===== src/rtl/alu_arith_scheduler.sv =====
// alu_arith_scheduler
//
// Shares one combinational arithmetic ALU (ADD/SUB/MUL/DIV) among NUM_REQ
// requesters. A round-robin arbiter picks one request while idle, latches its
// operands, holds them on the ALU for a per-op number of cycles, then returns
// the captured result with a one-cycle strobe to the granted requester.
//
// Optional feature macro: ALU_SCHED_DIVZERO_TRAP_EN
//   defined   : adds div_err; DIV by zero returns all-ones and pulses div_err
//   undefined : no div_err port; DIV by zero returns zero
//
// Ports
//   clk        in   rising-edge clock
//   reset      in   synchronous, active-high
//   req_valid  in   [NUM_REQ]        per-requester request
//   req_op     in   [2*NUM_REQ]      op per requester (00 ADD 01 SUB 10 MUL 11 DIV)
//   req_rs     in   [WIDTH*NUM_REQ]  operand A per requester
//   req_rt     in   [WIDTH*NUM_REQ]  operand B per requester
//   req_ready  out  [NUM_REQ]        one-hot accept strobe (combinational, idle only)
//   alu_op     out  [2]              ALU op select
//   alu_rs     out  [WIDTH]          ALU operand A
//   alu_rt     out  [WIDTH]          ALU operand B
//   alu_result in   [WIDTH]          ALU result
//   resp_valid out  [NUM_REQ]        one-hot, one-cycle result strobe
//   resp_data  out  [WIDTH]          registered result
//   busy       out  1                scheduler not idle
//   div_err    out  1                (macro only) divide-by-zero flag in RESP cycle

module alu_arith_scheduler #(
   parameter int WIDTH      = 8,
   parameter int NUM_REQ    = 4,
   parameter int MUL_CYCLES = 2,
   parameter int DIV_CYCLES = 4
) (
   input  logic                     clk,
   input  logic                     reset,
   input  logic [NUM_REQ-1:0]       req_valid,
   input  logic [2*NUM_REQ-1:0]     req_op,
   input  logic [WIDTH*NUM_REQ-1:0] req_rs,
   input  logic [WIDTH*NUM_REQ-1:0] req_rt,
   output logic [NUM_REQ-1:0]       req_ready,
   output logic [1:0]               alu_op,
   output logic [WIDTH-1:0]         alu_rs,
   output logic [WIDTH-1:0]         alu_rt,
   input  logic [WIDTH-1:0]         alu_result,
   output logic [NUM_REQ-1:0]       resp_valid,
   output logic [WIDTH-1:0]         resp_data,
   output logic                     busy
`ifdef ALU_SCHED_DIVZERO_TRAP_EN
   ,
   output logic                     div_err
`endif
);

   localparam int PW   = $clog2(NUM_REQ);
   localparam int MAXC = (MUL_CYCLES > DIV_CYCLES) ? MUL_CYCLES : DIV_CYCLES;
   localparam int CW   = $clog2(MAXC + 1);

   typedef enum logic [1:0] {
      IDLE = 2'd0,
      EXEC = 2'd1,
      RESP = 2'd2
   } state_t;

   state_t            state;
   logic [PW-1:0]     rr_ptr;
   logic [PW-1:0]     grant;
   logic [CW-1:0]     count;
   logic [1:0]        op_q;
   logic [WIDTH-1:0]  rs_q;
   logic [WIDTH-1:0]  rt_q;

   logic [PW-1:0]     pick;
   logic [1:0]        sel_op;
   logic [WIDTH-1:0]  sel_rs;
   logic [WIDTH-1:0]  sel_rt;
   logic [CW-1:0]     load_count;
   logic              div_zero;
   logic [WIDTH-1:0]  capture;
   logic [NUM_REQ-1:0] one_hot_base;

   assign one_hot_base = {{(NUM_REQ-1){1'b0}}, 1'b1};

   // Round-robin pick: first pass takes the lowest valid index overall (the
   // wrap-around candidate), second pass overrides it with the lowest valid
   // index at or above rr_ptr when one exists.
   always_comb begin
      pick = '0;
      for (int i = NUM_REQ - 1; i >= 0; i--) begin
         if (req_valid[i]) pick = PW'(i);
      end
      for (int i = NUM_REQ - 1; i >= 0; i--) begin
         if (req_valid[i] && (PW'(i) >= rr_ptr)) pick = PW'(i);
      end
   end

   assign sel_op = req_op[2*pick +: 2];
   assign sel_rs = req_rs[WIDTH*pick +: WIDTH];
   assign sel_rt = req_rt[WIDTH*pick +: WIDTH];

   // Number of EXEC cycles the ALU needs to settle for the selected op.
   always_comb begin
      case (sel_op)
         2'b10:   load_count = CW'(MUL_CYCLES);
         2'b11:   load_count = CW'(DIV_CYCLES);
         default: load_count = CW'(1);
      endcase
   end

   // The ALU output is meaningless for a zero divisor, so the captured value
   // is forced to a fixed pattern instead.
   assign div_zero = (op_q == 2'b11) && (rt_q == '0);
`ifdef ALU_SCHED_DIVZERO_TRAP_EN
   assign capture = div_zero ? {WIDTH{1'b1}} : alu_result;
`else
   assign capture = div_zero ? {WIDTH{1'b0}} : alu_result;
`endif

   assign req_ready  = (state == IDLE && !reset && (|req_valid)) ? (one_hot_base << pick) : '0;
   assign resp_valid = (state == RESP) ? (one_hot_base << grant) : '0;
   assign busy       = (state != IDLE);
   assign alu_op     = op_q;
   assign alu_rs     = rs_q;
   assign alu_rt     = rt_q;

   // Scheduler FSM: accept in IDLE, hold operands through EXEC, strobe the
   // response in RESP and advance the round-robin pointer past the winner.
   always_ff @(posedge clk) begin
      if (reset) begin
         state     <= IDLE;
         rr_ptr    <= '0;
         grant     <= '0;
         count     <= '0;
         op_q      <= '0;
         rs_q      <= '0;
         rt_q      <= '0;
         resp_data <= '0;
`ifdef ALU_SCHED_DIVZERO_TRAP_EN
         div_err   <= 1'b0;
`endif
      end else begin
         case (state)
            IDLE: begin
               if (|req_valid) begin
                  grant <= pick;
                  op_q  <= sel_op;
                  rs_q  <= sel_rs;
                  rt_q  <= sel_rt;
                  count <= load_count;
                  state <= EXEC;
               end
            end
            EXEC: begin
               count <= count - 1'b1;
               if (count == CW'(1)) begin
                  resp_data <= capture;
`ifdef ALU_SCHED_DIVZERO_TRAP_EN
                  div_err   <= div_zero;
`endif
                  state     <= RESP;
               end
            end
            RESP: begin
               rr_ptr <= (grant == PW'(NUM_REQ - 1)) ? '0 : grant + 1'b1;
`ifdef ALU_SCHED_DIVZERO_TRAP_EN
               div_err <= 1'b0;
`endif
               state  <= IDLE;
            end
            default: state <= IDLE;
         endcase
      end
   end

endmodule


===== config.mk =====
export PLATFORM = sky130hd
export DESIGN_NAME = alu_arith_scheduler
export DESIGN_NICKNAME = d
export VERILOG_FILES = /design/src/rtl/alu_arith_scheduler.sv
export SDC_FILE = /design/constraint.sdc
export NUM_CORES = 1
export LEC_CHECK = 0
export CORE_ASPECT_RATIO = 0.5
export CORE_MARGIN = 2
export CORE_UTILIZATION = 35
export CTS_CLUSTER_DIAMETER = 30
export DETAILED_ROUTE_END_ITERATION = 12
export PLACE_DENSITY = 0.83
export SETUP_SLACK_MARGIN = 0.4
export SYNTH_ARGS = -nofsm -noshare
export SYNTH_HDL_FRONTEND = slang
export SYNTH_SLANG_ARGS = --single-unit

===== constraint.sdc =====
create_clock -name clk -period 1.9 [get_ports clk]
set_input_delay 0.285 -clock clk [delete_from_list [all_inputs] [get_ports clk]]
set_output_delay 0.285 -clock clk [all_outputs]
set_load 0.005 [all_outputs]

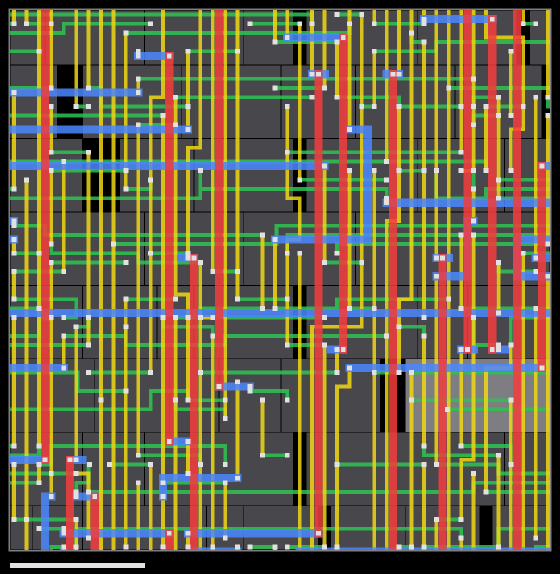
Fig. 1. Layout detail (run 1).
Scale bar: 5 um. Window x 47 to 67, y 31 to 51 um. Cells in gray, sequential cells in the stronger gray; small squares are vias.
[met2] yellow
[met1] green
[met4] red
[met3] blue
cells with their middle in the window: 42
most frequent: clkdlybuf4s50_1 (12), buf_4 (9)
netlist names of flops here include: `alu_op` (1)
sequential cells in the window: 1

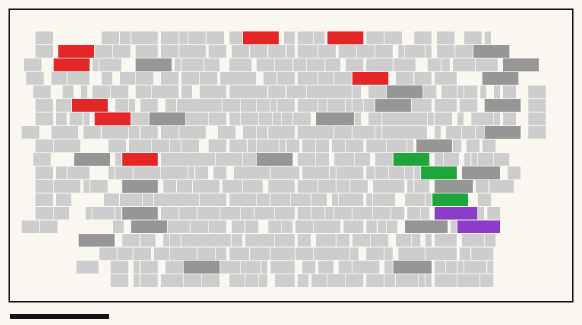
Fig. 2. Where the registers sit (run 1).
Scale bar: 20 um. Other sequential cells in the stronger gray, the rest of the logic in the fainter gray.
[`alu_rs`] red | flops: 8
[`grant`] purple | flops: 2
[`count`] green | flops: 3
not colored: 22

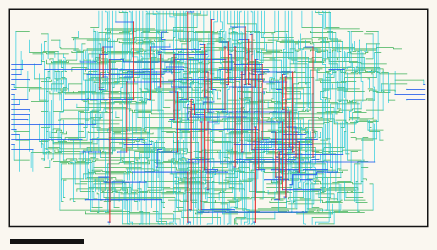
Fig. 3. Wiring by layer (run 1).
Scale bar: 20 um.
[met3] blue | wire length: 854 um
[met1] green | wire length: 4250 um
[met4] red | wire length: 715 um
[met2] cyan | wire length: 5590 um
routed wire length per instance: 23.2 um
DRT Wirelength: 11.4 mm

run 1: cells by family after synthesis:
kind of cell | synth area share
DFF | 0.335
AOI/OAI and AO/OA | 0.255
and+or+nand+nor | 0.212
buffers and inverters | 0.0610
adders and majority gates | 0.0359
xor gates and xnor gates | 0.00419
muxes | 0.0963
run 1: cell usage after synthesis (all sizes together):
cell type and instances:
clkbuf 10, nand2b 1, o22ai 1, nand3b 2, o21ai 5, a221o 2, inv 7, or2 1
nor4b 2, a211o 2, dfxtp 35, nand3 7, nand2 23, a31oi 1, and2 7, o21a 1
ha 6, mux2i 1, a22oi 8, a21o 1, o21ba 1, nor2 42, a221oi 17, nor3 2
o221a 1, nand4 1, o31ai 1, buf 8, mux2 17, xnor2 1, and3 3, a21oi 15
nor2b 4, a211oi 17
==> Slide: Implementation Results, run 1 <==
Synthesis and Place & Route Summary

Detailed routing
  • Iteration-0 DRC Markers: 333
  • Number of remaining DRC errors: 0

Critical path
  • Crit-path max FO: 9
  • Delay-heaviest family, CP: AND-OR/OR-AND gates
  • R2r setup slk: -0.16 ns
  • R2r endpoint: alu_rs[6]
  • CP Capture Type: flop

Die
  • Io pins: 121

Min path
  • Endpoint, Worst Hold: alu_rs[3]

GRT
  • Number of global-route vias before repair: 2923

Synth
  • Top-area cell type share of the netlist area: 0.335

Layout
  • Layout clock buffer count: 6
  • Most frequent cells in the layout: 104 x clkdlybuf4s50_1, 36 x nor2_1, 35 x buf_4, 28 x dfxtp_1, 17 x nand2_2
  • Post-Layout Cell Count: 491
  • Nets@finish: 509
  • Non-Clock Buffer Count: 175

STA
  • # setup viols final: 16
  • RSZ-0062 raised after global routing: true
  • Worst-Margin Slew: 0.494 ns
  • Final WS setup: -0.159 ns

CTS
  • Setup repair bufs after CTS: 16
  • Post-CTS sizing: 112

Placed design
  • RD Place Congestion: 0.871

Pwr
  • Combinational group share of total power: 0.394
  • Combinational gate power: 1.22 mW
  • Main power group: combinational logic
  • Leakage: 1.89 nW
  • Switching share of total power: 0.307

Status
  • Outcome: finished with violations
  • Failing checks: setup timing
==> run 1 -> run 2 <==
--- a/config.mk
+++ b/config.mk
@@ -5,6 +5,7 @@
 export SDC_FILE = /design/constraint.sdc
 export NUM_CORES = 1
 export LEC_CHECK = 0
+export ABC_AREA = 1
 export CORE_ASPECT_RATIO = 0.5
 export CORE_MARGIN = 2
 export CORE_UTILIZATION = 35
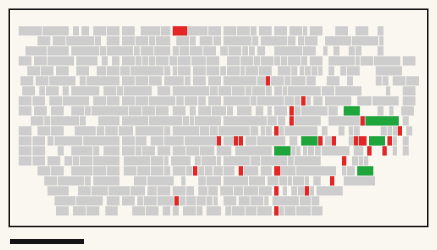
Fig. 4. Gate-type map (run 2).
Scale bar: 20 um.
[adder and majority cells] green | cells: 6 | where: right middle
[inverters] red | cells: 27

==> run 2 against run 1 <==
Effect of this change: clock skew about the same; die area up 0.11%; sequential cell count stayed put; clock power fell by 1%; worst setup slack improved by 0.19 ns; count of clock-buffer cells in the layout is 1 lower; combinational power grew about 20%; power is 7.3% higher; the run now ends clean; hold slack improved by 0.0092 ns.
==> Slide: Implementation Results, run 2 <==
Synthesis and Place & Route Summary

Synth
  • EDFF count, synth: 0
  • Multiplexer share: 0
  • Top cells by count, synth: 58 x nand3_1, 40 x nand2_1, 35 x dfxtp_1
  • Yosys top cell by instances: nand3_1
  • Logic family by area: simple AND/OR/NAND/NOR gates

STA
  • Final WS setup: 0.0297 ns
  • # setup viols final: 0
  • RSZ-0062 raised after global routing: true

Placed design
  • RD Place Congestion: 0.879

Critical path
  • Crit-path max FO: 7
  • Delay-heaviest family, CP: AND-OR/OR-AND gates
  • CP Capture Type: flop
  • R2r endpoint: alu_rs[2]
  • R2r setup slk: 0.03 ns

Layout
  • Layout clock buffer count: 5
  • Most frequent cells in the layout: 107 x clkdlybuf4s50_1, 31 x o21ai_0, 30 x nand3_2, 30 x nand2_1
  • Post-Layout Cell Count: 529
  • Non-Clock Buffer Count: 166

Detailed routing
  • DRT Wirelength: 12.8 mm
  • Iteration-0 DRC Markers: 405
  • Routed wire length per instance: 24.3 um
  • Number of remaining DRC errors: 0

Status
  • Outcome: complete, no violations

Pwr
  • Switching share of total power: 0.347
  • Main power group: combinational logic
  • Leakage: 1.81 nW

Die
  • Io pins: 121

GRT
  • Number of global-route vias before repair: 3254
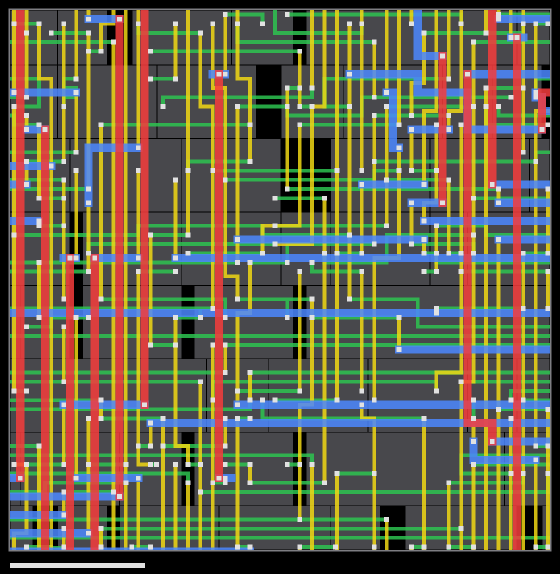
Fig. 5. Layout detail (run 2).
Scale bar: 5 um. Window x 47 to 67, y 31 to 51 um. Cells in gray, sequential cells in the stronger gray; small squares are vias.
[met2] yellow
[met1] green
[met3] blue
[met4] red
most frequent: clkdlybuf4s50_1 (16), nand3_1 (4), nand3_2 (4)
sequential cells in the window: 0
cells with their middle in the window: 43

==> run 2: cell types whose count changed after synthesis, moves of 19 or more <==
cell	previous run	this run
a31oi_1	1	22
nand3_1	6	58
o21ai_0	5	33
nor2_1	42	15
inv_1	6	25
==> run 2: worst max-delay path by stage <==
stage          slack (ns)           end    startpoint
2_1_floorplan        0.42  req_ready[1]     rr_ptr[1]
3_3_place_gp        -0.37  req_ready[2]  req_valid[1]
3_5_place_dp        -0.42  req_ready[2]  req_valid[1]
4_1_cts              0.19      count[2]     rr_ptr[1]
5_1_grt             0.008      count[2]  req_valid[0]
6_report             0.03     alu_rs[2]     rr_ptr[1]
==> run 2: what timing repair did <==
action	in CTS	in global routing
gates cloned	5	1
hold endpoints to repair	0	0
setup buffers	16	4
hold buffers	0	0
setup endpoints to repair	34	39
pin swaps	42	22
gates resized	145	41
Power is estimated from default activity; no workload was simulated.
